==> config.mk <==
export PLATFORM = sky130hd
export DESIGN_NAME = accumulator_unit
export DESIGN_NICKNAME = d
export VERILOG_FILES = /design/src/rtl/accumulator_unit.sv
export SDC_FILE = /design/constraint.sdc
export NUM_CORES = 1
export LEC_CHECK = 0
export ABC_AREA = 0
export ABC_CLOCK_PERIOD_IN_PS = 3200
export CORE_MARGIN = 10
export CORE_UTILIZATION = 57
export CTS_CLUSTER_DIAMETER = 60
export DETAILED_ROUTE_END_ITERATION = 16
export MAX_ROUTING_LAYER = met4
export PLACE_DENSITY = 0.82
export SLEW_MARGIN = 10
export SYNTH_ARGS = -nofsm -noshare
export SYNTH_HDL_FRONTEND = slang
export SYNTH_SLANG_ARGS = --single-unit
export TNS_END_PERCENT = 5
==> constraint.sdc <==
create_clock -name CLK -period 3.2 [get_ports CLK]
set_clock_uncertainty 0.15 [all_clocks]
set_input_delay 0.64 -clock CLK [delete_from_list [all_inputs] [get_ports CLK]]
set_output_delay 0.64 -clock CLK [all_outputs]
set_load 0.03 [all_outputs]
wires.png
The bar under the picture is 20 um long. Only two layers are drawn.
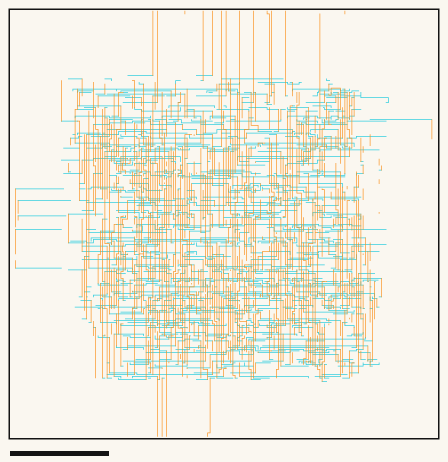
color	layer	wire length
cyan	metal 1	3240 um
orange	metal 2	3970 um
total track usage: 21.3%
via count: 2819
drt total wl: 8330 um
wire per inst: 19.2 um

layer_met2.png
The bar under the picture is 20 um long.
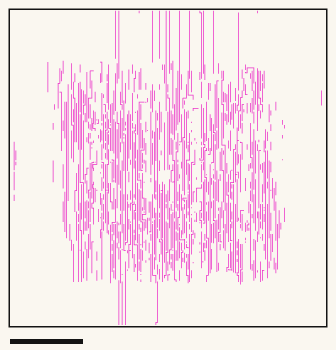
nets with wire on the layer	382
longest straight run	37.1 um
share of all routed wire	48%
wire length on this layer	3970 um
main direction	vertical
met2 global-route usage: 34.1%

power_grid.png
The bar under the picture is 20 um long. Pins as bars on the die edge.
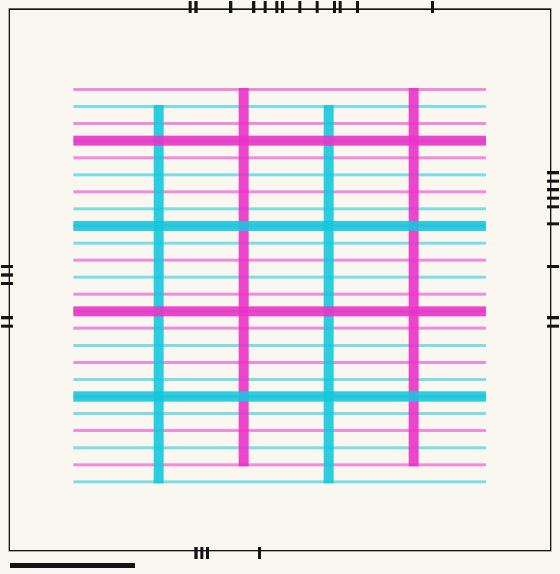
color	net
cyan	VSS
magenta	VDD
met4 straps	4
signal pins	31
met1 rails	24
rows	23
Die H: 86.1 um
Worst VDD drop: 481 uV
DIE WIDTH: 86.1 um
Core ar.: 4120 um2

layer_met3.png
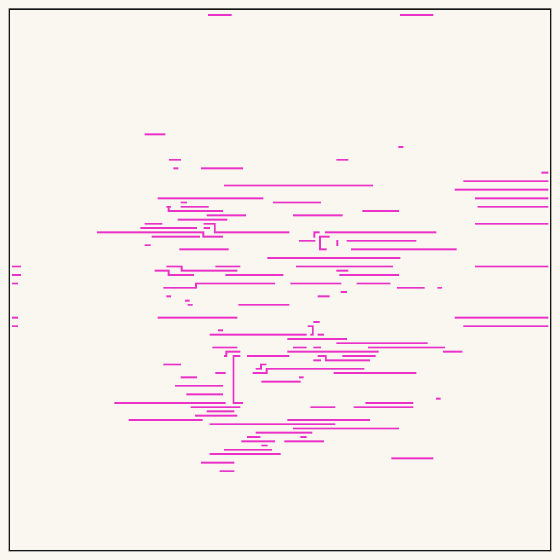
nets with wire on the layer	80
longest straight run	23.5 um
share of all routed wire	9.7%
M3 GR Usage: 4.16%

==> run_results.csv <==
group,metric,value,unit
critical_path,worstPathMaxFanout,3,
run,max_cap_viol_count,0,
final_layout,antenna_cells,0,
run_status,status,"finished, final reports clean",
critical_path,cpMostUsedCell,"o32ai_2",
synth,yosys.cell_types.count,60,
clock_network,cts_root_buffer,"clkbuf_8",
synth,topCellsByArea,"dfrtp_1 (25%), ha_1 (13%), a21oi_1 (5.2%), inv_1 (4.2%), mux2i_1 (4.0%)",
final_timing,finalHoldViolCount,0,
synth,top_cell_area_share,25.1,%
synth,netlist_area,2490,um2
final_layout,final_util,83.1,%
synth,xor_share,1.76,%
pwr,sequentialPowerShare,21.7,%
critical_path,start_kind,"input port",
floorplanning,ios,31,
final_timing,hold_slack,0.356,ns
critical_path,max_stage_delay,0.55,ns
clock_network,cts_num_sinks,25,
synth,avgSynthCellArea,8.17,um2
floorplanning,rows,23,
critical_path,cp_slowest_cell,"or4_4",
place,io_buffers,30,
synth,synth_area_leader_cell,"dfrtp_1",
synth,synth_warnings,0,
drt,drtIter0Drc,338,
critical_path,cp.depth,11,
synth,synth-area-yosys,2490,um2
run,warning_count,43,
synth,async_flop_share,100,%
clock_network,numCtsBuffers,3,
critical_path,cp.required,3.25,ns
pwr,switching_power,1.35,mW
clock_network,clkLatencyLatePin,0.28,ns
drt,drt-vias-per-instance,6.51,
place,dpl-instance-area,3210,um2
place,place_ws,-0.394,ns
synth,synth_seq_share,25.1,%
place,place_hpwl,6060,um
final_layout,syn_to_final_growth,37.2,%
synth,synthAdderAreaFrac,14.7,%
synth,synthCells,305,
hold_path,worstHoldPathCells,1,
grt,grt_pass1_wl,12800,um
drt,first_pass_iters,5,
final_layout,fillerInstances,266,
pwr,leakage,1.57,nW
grt,grt_antenna_before_repair,0,
synth,ys_seq_elements,25,
clock_network,cts_max_level,1,
drt,ant_nets,0,
synth,aoi_share,27.0,%
pwr,power.density,822,nW/um2
pwr,combPwrFrac,71.3,%
final_timing,finalCritPeriodShare,98.9,%
final_timing,fmax,316,MHz
final_layout,seq_area,626,um2
synth,synth-edff-count,0,
drt,route.detailed.drc,0,
final_timing,min_period,3.16,ns
pwr,power.share.switching,48.0,%
synth,simple_gate_share,18.9,%
synth,ys_cells,305,
final_timing,finalSetupViolCount,0,
clock_network,cts_tree,"yes",
grt,grt_max_degree,26,
critical_path,critPathArrivalTime,3.21,ns
grt,gr-total-overflow,0,
place,place_inst,425,
final_timing,slew_headroom,51.9,%
pwr,internal-power,1.46,mW
synth,top_logic_kind,"AND-OR/OR-AND gates",
floorplanning,dieArea,7420,um2
final_timing,slew_viol_final,0,
final_layout,stdcell_area,3420,um2
synth,ys.flop_type,"dfrtp_1",
floorplanning,initCoreUtil,60.6,%
pwr,power,2.81,mW
final_timing,finalSetupTns,0,ns
synth,synth_nets,351,
critical_path,crit_chain,"clkdlybuf4s50_1 -> inv_1 -> ha_4 -> buf_4 -> inv_2 -> o21bai_1 -> xnor2_1 -> a221oi_2 -> o32ai_2 -> or4_4 -> o32ai_2",
synth,ys_sh_mux,4.47,%
clock_network,clkTransAtPathRegs,0.10,ns
critical_path,crit_family,"AND-OR/OR-AND gates",
final_layout,fin_cells,433,
final_layout,logic_area,1790,um2
pwr,clkPwrFrac,7.0,%
final_layout,drive_gt1_share,25.3,%
hold_path,hp-class,"reg2reg",
final_timing,tightest_slew,0.716,ns
critical_path,rrSetupSlack,0.20,ns
critical_path,reg2regPathDepth,10,
critical_path,crit_buf_inv,4,
clock_network,cts_buffer_depth,2,
grt,grt_pass1_vias,2589,
final_timing,layout_setup_ws,0.0351,ns
critical_path,cp-end-kind,"flip-flop",
critical_path,crit_type,"in2reg",
place,place.gp.congestion,0.978,
final_layout,fin_nets,430,
[power by group through the flow]
stage / sequential (mW) / clock [mW] / combinational, mW
6_report: 0.609 / 0.198 / 2.00
5_1_grt: 0.629 / 0.205 / 2.16
4_1_cts: 0.601 / 0.192 / 1.76
3_5_place_dp: 0.607 / 0 / 1.74
3_3_place_gp: 0.603 / 0 / 1.70
2_1_floorplan: 0.669 / 0 / 1.01
[cell usage after synthesis (3+ instances only)]
library cell,number
a31oi_1,3
buf_2,6
o21ai_0,12
a21oi_1,26
o21bai_1,7
nor2_1,17
ha_1,26
nand2_1,23
inv_1,28
o21ai_1,3
nor3b_1,4
a211oi_1,3
dfrtp_1,25
xnor2_1,3
a311oi_1,4
o211ai_1,8
clkbuf_1,6
o211a_1,3
a221oi_1,4
nand3_1,7
nor2b_1,13
buf_4,3
mux2i_1,10
nand2b_1,6
nor3_1,9
[metal layers]
metal	wire length (um)	global-route usage (%)
met4	312	6.29
met3	811	4.16
met1	3240	26.3
met2	3970	34.1
met5	0	-
[final cells by class]
class | count | share of cell area [%]
multi-input combinational | 233 | 52.3
clock buffer | 3 | 1.21
timing repair buffer | 92 | 23.0
sequential | 25 | 18.3
tap | 50 | 1.83
inverter | 29 | 3.18
clock inverter | 1 | 0.146
[cells in the final DEF, fill, tap and decap left out, drive strengths merged, types with 8 or more instances in the layout]
cell type,instances
a21oi,28
buf,62
clkdlybuf4s50,28
dfrtp,25
ha,26
inv,29
mux2i,10
nand2,23
nor2,17
nor2b,13
nor3,9
o211ai,8
o21ai,16
[repair_timing]
action,4_1_cts,5_1_grt
setup buffers,0,4
setup endpoints to repair,1,1
hold buffers,0,0
pin swaps,0,8
gates resized,2,28
gates cloned,0,0
No activity file was given, so power comes from the tool's default toggle rates.
